**src/rtl/cic_decimator_mr_if.sv**
```systemverilog
// cic_decimator_mr_if: sample stream into and decimated stream out of the CIC decimator.
interface cic_decimator_mr_if #(
    parameter int DW = 16
);
    logic [2:0]           os_sel;
    logic                 in_valid;
    logic signed [DW-1:0] data_in;
    logic                 out_valid;
    logic signed [DW-1:0] data_out;
    logic                 settling;
    modport master (output os_sel, in_valid, data_in, input out_valid, data_out, settling);
    modport slave (input os_sel, in_valid, data_in, output out_valid, data_out, settling);
endinterface

```
**src/rtl/cic_decimator_mr.sv**
```systemverilog
// cic_decimator_mr: run-time selectable 2^R CIC decimator; a rate change flushes the
// filter and hides the first ORDER outputs while the combs refill.
module cic_decimator_mr #(
    parameter int DW = 16,
    parameter int ORDER = 3,
    parameter int MAX_OS = 7
) (
    input logic clk,
    input logic reset_n,
    cic_decimator_mr_if.slave s
);
    localparam int AW = DW + ORDER * MAX_OS;
    localparam int CW = MAX_OS;
    logic [2:0] os_c, r_act, r_eff, settle_cnt;
    logic fresh, chg, acc, last, dec_q, cv;
    logic [CW-1:0] cnt, lim;
    logic signed [AW-1:0] integ [ORDER];
    logic signed [AW-1:0] integ_n [ORDER];
    logic signed [AW-1:0] dly [ORDER];
    logic signed [AW-1:0] comb_n [ORDER];
    logic signed [AW-1:0] comb_out;
    logic signed [DW-1:0] scaled;
    // The first edge after reset adopts os_sel directly, so it needs no flush.
    always_comb begin
        os_c = (s.os_sel > 3'(MAX_OS)) ? 3'(MAX_OS) : s.os_sel;
        r_eff = fresh ? os_c : r_act;
        chg = !fresh && (os_c != r_act);
        acc = s.in_valid && !chg && (r_eff != 3'd0);
        lim = CW'((32'd1 << r_eff) - 32'd1);
        last = cnt == lim;
        integ_n[0] = integ[0] + {{(AW-DW){s.data_in[DW-1]}}, s.data_in};
        for (int i = 1; i < ORDER; i++) integ_n[i] = integ[i] + integ_n[i-1];
        comb_n[0] = integ[ORDER-1] - dly[0];
        for (int i = 1; i < ORDER; i++) comb_n[i] = comb_n[i-1] - dly[i];
        scaled = DW'(comb_out >>> (ORDER * r_act));
    end
    assign s.settling = (settle_cnt != 3'd0) && (r_eff != 3'd0);
    always_ff @(posedge clk or negedge reset_n) begin
        if (!reset_n) begin
            fresh <= 1'b1;
            r_act <= 3'd0;
            cnt <= '0;
            dec_q <= 1'b0;
            cv <= 1'b0;
            comb_out <= '0;
            integ <= '{default: '0};
            dly <= '{default: '0};
            settle_cnt <= 3'(ORDER);
            s.out_valid <= 1'b0;
            s.data_out <= '0;
        end else if (chg) begin
            r_act <= os_c;
            cnt <= '0;
            dec_q <= 1'b0;
            cv <= 1'b0;
            comb_out <= '0;
            integ <= '{default: '0};
            dly <= '{default: '0};
            settle_cnt <= 3'(ORDER);
            s.out_valid <= 1'b0;
        end else begin
            fresh <= 1'b0;
            r_act <= r_eff;
            if (acc) begin
                integ <= integ_n;
                cnt <= last ? '0 : cnt + CW'(1);
            end
            dec_q <= acc && last;
            cv <= dec_q;
            if (dec_q) begin
                dly[0] <= integ[ORDER-1];
                for (int i = 1; i < ORDER; i++) dly[i] <= comb_n[i-1];
                comb_out <= comb_n[ORDER-1];
            end
            if (r_eff == 3'd0) begin
                s.out_valid <= s.in_valid;
                if (s.in_valid) s.data_out <= s.data_in;
            end else if (cv && settle_cnt != 3'd0) begin
                settle_cnt <= settle_cnt - 3'd1;
                s.out_valid <= 1'b0;
            end else begin
                s.out_valid <= cv;
                if (cv) s.data_out <= scaled;
            end
        end
    end
endmodule
```
**src/flat_wrapper.sv**
```systemverilog
// flat-port wrapper written by rule: the top's interface ports become plain ports
module cic_decimator_mr_flat 
#(
    parameter int DW = 16,
    parameter int ORDER = 3,
    parameter int MAX_OS = 7
)
  (clk, reset_n, s_os_sel, s_in_valid, s_data_in, s_out_valid, s_data_out, s_settling);
  cic_decimator_mr_if #(.DW(DW)) s_i ();
  input logic clk;
  input logic reset_n;
  input wire logic [$bits(s_i.os_sel)-1:0] s_os_sel;
  input wire logic [$bits(s_i.in_valid)-1:0] s_in_valid;
  input wire logic [$bits(s_i.data_in)-1:0] s_data_in;
  output wire logic [$bits(s_i.out_valid)-1:0] s_out_valid;
  output wire logic [$bits(s_i.data_out)-1:0] s_data_out;
  output wire logic [$bits(s_i.settling)-1:0] s_settling;
  assign s_i.os_sel = s_os_sel;
  assign s_i.in_valid = s_in_valid;
  assign s_i.data_in = s_data_in;
  assign s_out_valid = s_i.out_valid;
  assign s_data_out = s_i.data_out;
  assign s_settling = s_i.settling;
  cic_decimator_mr #(.DW(DW), .ORDER(ORDER), .MAX_OS(MAX_OS)) u_core (.clk(clk), .reset_n(reset_n), .s(s_i));
endmodule
```
**config.mk**
```make
export PLATFORM = sky130hd
export DESIGN_NAME = cic_decimator_mr_flat
export DESIGN_NICKNAME = d
export VERILOG_FILES = /design/src/rtl/cic_decimator_mr_if.sv /design/src/rtl/cic_decimator_mr.sv /design/src/flat_wrapper.sv
export SDC_FILE = /design/constraint.sdc
export NUM_CORES = 1
export LEC_CHECK = 0
export CAP_MARGIN = 40
export CORE_ASPECT_RATIO = 1.1
export CORE_UTILIZATION = 25
export CTS_CLUSTER_SIZE = 40
export DETAILED_ROUTE_END_ITERATION = 6
export PLACE_DENSITY_LB_ADDON = 0.25
export SYNTH_ARGS = -nofsm -noshare
export SYNTH_HDL_FRONTEND = slang
export SYNTH_SLANG_ARGS = --single-unit
```
**constraint.sdc**
```tcl
create_clock -name clk -period 7 [get_ports clk]
set_input_delay 0.7 -clock clk [delete_from_list [all_inputs] [get_ports clk]]
set_output_delay 0.7 -clock clk [all_outputs]
set_load 0.005 [all_outputs]
```
**Placed standard cells**

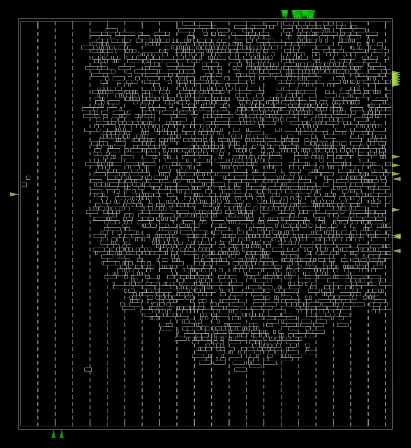
num tapcells: 1,260
filler instances: 9,943
core utilization of the finished layout: 31.67%
number of placement rows: 118

**Met2 routing**

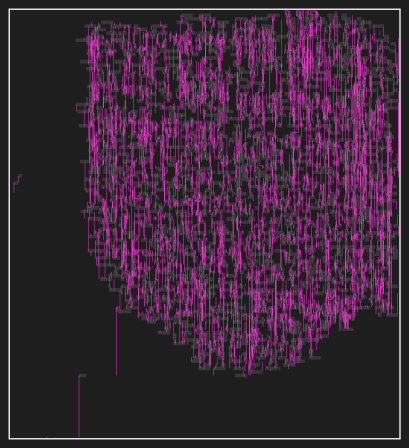
longest straight run: 174 microns
wire length on this layer: 31.4 mm
share of all routed wire: 47%
nets with wire on the layer: 2,590
main direction: vertical

**Local utilization**

The die is cut into 30 by 33 equal tiles; white is low, dark blue is high, 0 to 100% covered.
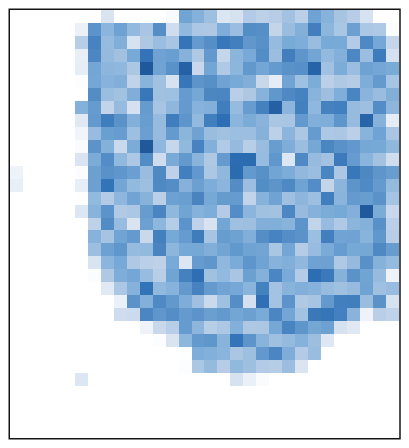
mean over tiles: 29%
nearly empty tiles: 37%
tiles over 75% full: 1.2%

**Met1 routing**

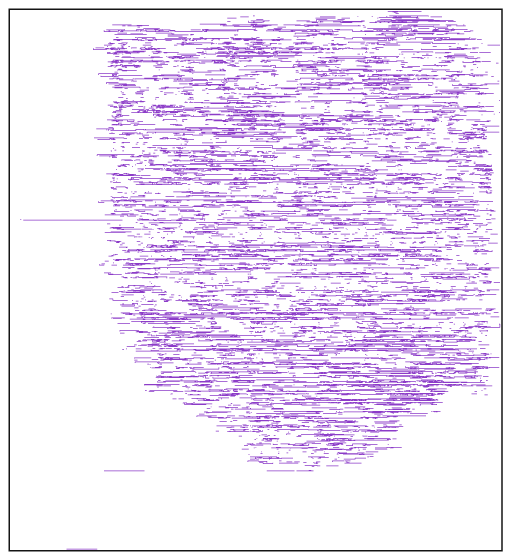
share of all routed wire: 47%
wire length on this layer: 32.0 mm
main direction: horizontal
DR vias: 20,060
total length of routed wires: 67.46 mm
met1 routing resource usage after global routing: 18.37%

==> Table 3: Implementation characteristics <==
Implementation parameters

Parameter                              Value

Synthesis
  Count of instantiated cells in the yosys netlist    2,636
  Synth unique cells    77
  Synthesized chip area reported by yosys    approximately 24,000 sq um
  Biggest combinational cell group after synthesis    AND-OR/OR-AND gates
  Count of state elements after synthesis    292
  Seq share, synth    between 30% and 40%
  Main area contributors after synthesis    sky130_fd_sc_hd__dfrtp_1 (30%), sky130_fd_sc_hd__ha_1 (12%), sky130_fd_sc_hd__mux2i_1 (7.3%)
  Syn nets    2,888
  Synth area leader    sky130_fd_sc_hd__dfrtp_1
  Async S/R FF share, synth    100.0%
  Synthesized instance count    around 2,600
  Compound-gate portion of the synthesized area    21.44%
  Area fraction in full adders, half adders and majority gates    12.26%
  Top FF cell, synth    sky130_fd_sc_hd__dfrtp_1
  Count of warnings emitted by yosys    0
  Most numerous cell in the Yosys netlist    sky130_fd_sc_hd__dfrtp_1
  Netlist Area Pre-Place    23,910 sq um
  Number of flops mapped to enable cells by yosys    0
  Area share of the leading cell type in the synthesized netlist    30.25%
  Simple share    12.47%
  Avg Cell Area, Syn    9.069 sq um
  Synth mux share    11.48%
  List of most frequent post-synthesis cells    sky130_fd_sc_hd__dfrtp_1 (289), sky130_fd_sc_hd__nor2_1 (270), sky130_fd_sc_hd__ha_1 (223), sky130_fd_sc_hd__a21oi_1 (181), sky130_fd_sc_hd__mux2i_1 (174)
  Xor/xnor cell area share of the yosys netlist    7.464%

GRT
  Global-route track usage on met2    approximately 23%
  Busiest metal layer after global routing    met2
  First-pass GRT wire length    between 100 and 150 mm
  Vias in the first global route    19,850
  Initial antenna violation count    2
  Routing usage on met3    1.629%
  Global-route congestion overflow total    0
  Pin count of the biggest net entering global routing    151
  Global Route Usage Sum    13.75%

Detailed routing
  Iteration count of the initial detailed-routing pass    5
  Routed len/inst    between 15 and 20 microns
  Iteration-0 DRC Markers    roughly 1,100
  Number of routed nets with antenna violations    0
  Vias per std cell    4.728
  Post-route DRC violation count    0

Clock tree
  TritonCTS clock tree    done
  Insertion delay to the later sink of the worst-skew pair    0.60 ns
  Clock-pin slew on the worst setup and hold paths    0.06 ns
  Root buf cell    sky130_fd_sc_hd__clkbuf_16
  Buffer levels on the longest clock path    3
  CTS sink count    292
  Number of buffers added by the clock tree synthesis step    40
  Depth of the CTS H-tree    2
  Post-CTS Hold Buffers    0

Critical path
  Required time worst endpoint    7.52 ns
  Signal arrival time at the worst endpoint    7.22 ns
  Crit-path slowest cell    sky130_fd_sc_hd__clkdlybuf4s50_1
  Cell family with the largest share of critical-path delay    AND-OR/OR-AND gates
  Buf/Inv on CP    2
  Critical path class    primary input to register
  CP endpoint    u_core.integ[36]$_DFFE_PN0P_
  Reg2reg path depth    34
  Biggest cell delay along the critical path    0.45 ns
  R2R Path Start    u_core.integ[75]$_DFFE_PN0P_
  Capture instance of the worst register-to-register path    u_core.integ[36]$_DFFE_PN0P_
  Worst Setup SP    s_data_in[6]
  WP depth    32
  Most frequent CP cell    sky130_fd_sc_hd__a21o_1
  Worst Setup Start Kind    primary input
  Flop2flop setup slack    0.34 ns
  Kind of end point of the critical path    register
  Maximum net fanout on the critical path    4

Placed design
  Cells after DPL    just over 4,000
  HPWL after DPL    50.48 mm
  Port buffer count    39
  Post-Place Worst Slack    -1.058 ns
  Weighted congestion reported at the end of routability-driven placement    0.8110

Final timing
  Final hold violation count    0
  Final critical-path share of the clock period    95.64%
  Least setup slack across all paths after layout    0.3054 ns
  Setup-failing EPs final    0
  Post-layout minimum cycle time    6.695 ns
  Fin Setup TNS    0 ns
  Highest clock rate    approximately 150 MHz
  Transition time at the pin with the least slew margin    0.9977 ns
  Worst-case headroom to the max-slew limit    about a third
  Worst hold slack after final layout    0.1073 ns
  RSZ-0062 raised after global routing    true
  Final Max-Slew Violation Tally    0
  Clock skew after layout    0.03258 ns

Floorplanning
  Area inside the core boundary    about 94,000 sq um
  Die Span X    296.8 microns
  Die height    326.3 microns
  Initial Utilization    25.30%
  Chip Footprint    96,860 sq um
  Number of top-level design ports    around 40

Finish
  Area overhead of the layout relative to synthesis    25.19%
  Count of antenna diodes in the layout    0
  Top cells excl fill/tap    sky130_fd_sc_hd__buf_4 (327), sky130_fd_sc_hd__dfrtp_1 (287), sky130_fd_sc_hd__nor2_1 (264)
  Number of nets in the layout    between 3,000 and 4,000
  Final non-filler cell total    4,243
  Top cell excl fill/tap    sky130_fd_sc_hd__buf_4
  Layout cell share with drive strength beyond 1    about a fifth

Hold path
  Class of the tightest hold or removal check    primary input to asynchronous set/reset pin

Job
  OpenROAD warning count    32
  MaxCap Viol Count    0

Outcome
  Outcome    finished clean
==> metal layers <==
| metal | wire, microns | part of all wire, % |
|---|---|---|
| met5 | 0 | 0 |
| met4 | 2337 | 3.5 |
| met3 | 1723 | 2.6 |
| met2 | 31380 | 47 |
| met1 | 32020 | 47 |
==> timing repair <==
action,4_1_cts,5_1_grt
buffers inserted,0,12
endpoints found under the setup margin,6,23
resized,17,98
pin swaps,1,66
==> how the worst min path moves through the flow <==
stage | start | to | slack [ns] | cells after the start
final | reset_n | u_core.dly[36]$_DFFE_PN0P_ | 0.11 | 1
after global routing | reset_n | u_core.dly[36]$_DFFE_PN0P_ | 0.20 | 1
after CTS | reset_n | u_core.dly[30]$_DFFE_PN0P_ | 0.17 | 1
after detailed placement | u_core.s.data_out[2]$_DFFE_PN0P_ | u_core.s.data_out[2]$_DFFE_PN0P_ | 0.47 | 2
after global placement | u_core.s.data_out[8]$_DFFE_PN0P_ | u_core.s.data_out[8]$_DFFE_PN0P_ | 0.46 | 2
after floorplan | reset_n | u_core.cnt[0]$_DFFE_PN0P_ | 0.40 | 0
==> layout make-up <==
type                    instances  area [sq um]  share of cell area, %
flip-flops and latches        292          7316                  24.45
well taps                    1260          1577                  5.268
multi-input cells            2072         16050                  53.63
clock inverters                16         191.4                 0.6397
clock buffers                  57          1125                  3.759
repair buffers                374          3022                  10.10
inverters                     172         645.6                  2.157
==> stage by stage <==
stage	area, sq um
final	29930
after CTS	29450
after floorplan	23910
after detailed placement	28070
after global placement	27980
after global routing	29930
==> sequential cells by signal, summed over array words and instances, names as in the netlist, 3 cells and up <==
signal             count
u_core.dly           111
u_core.integ         111
u_core.comb_out       37
u_core.s.data_out     16
u_core.cnt             7
u_core.r_act           3
u_core.settle_cnt      3
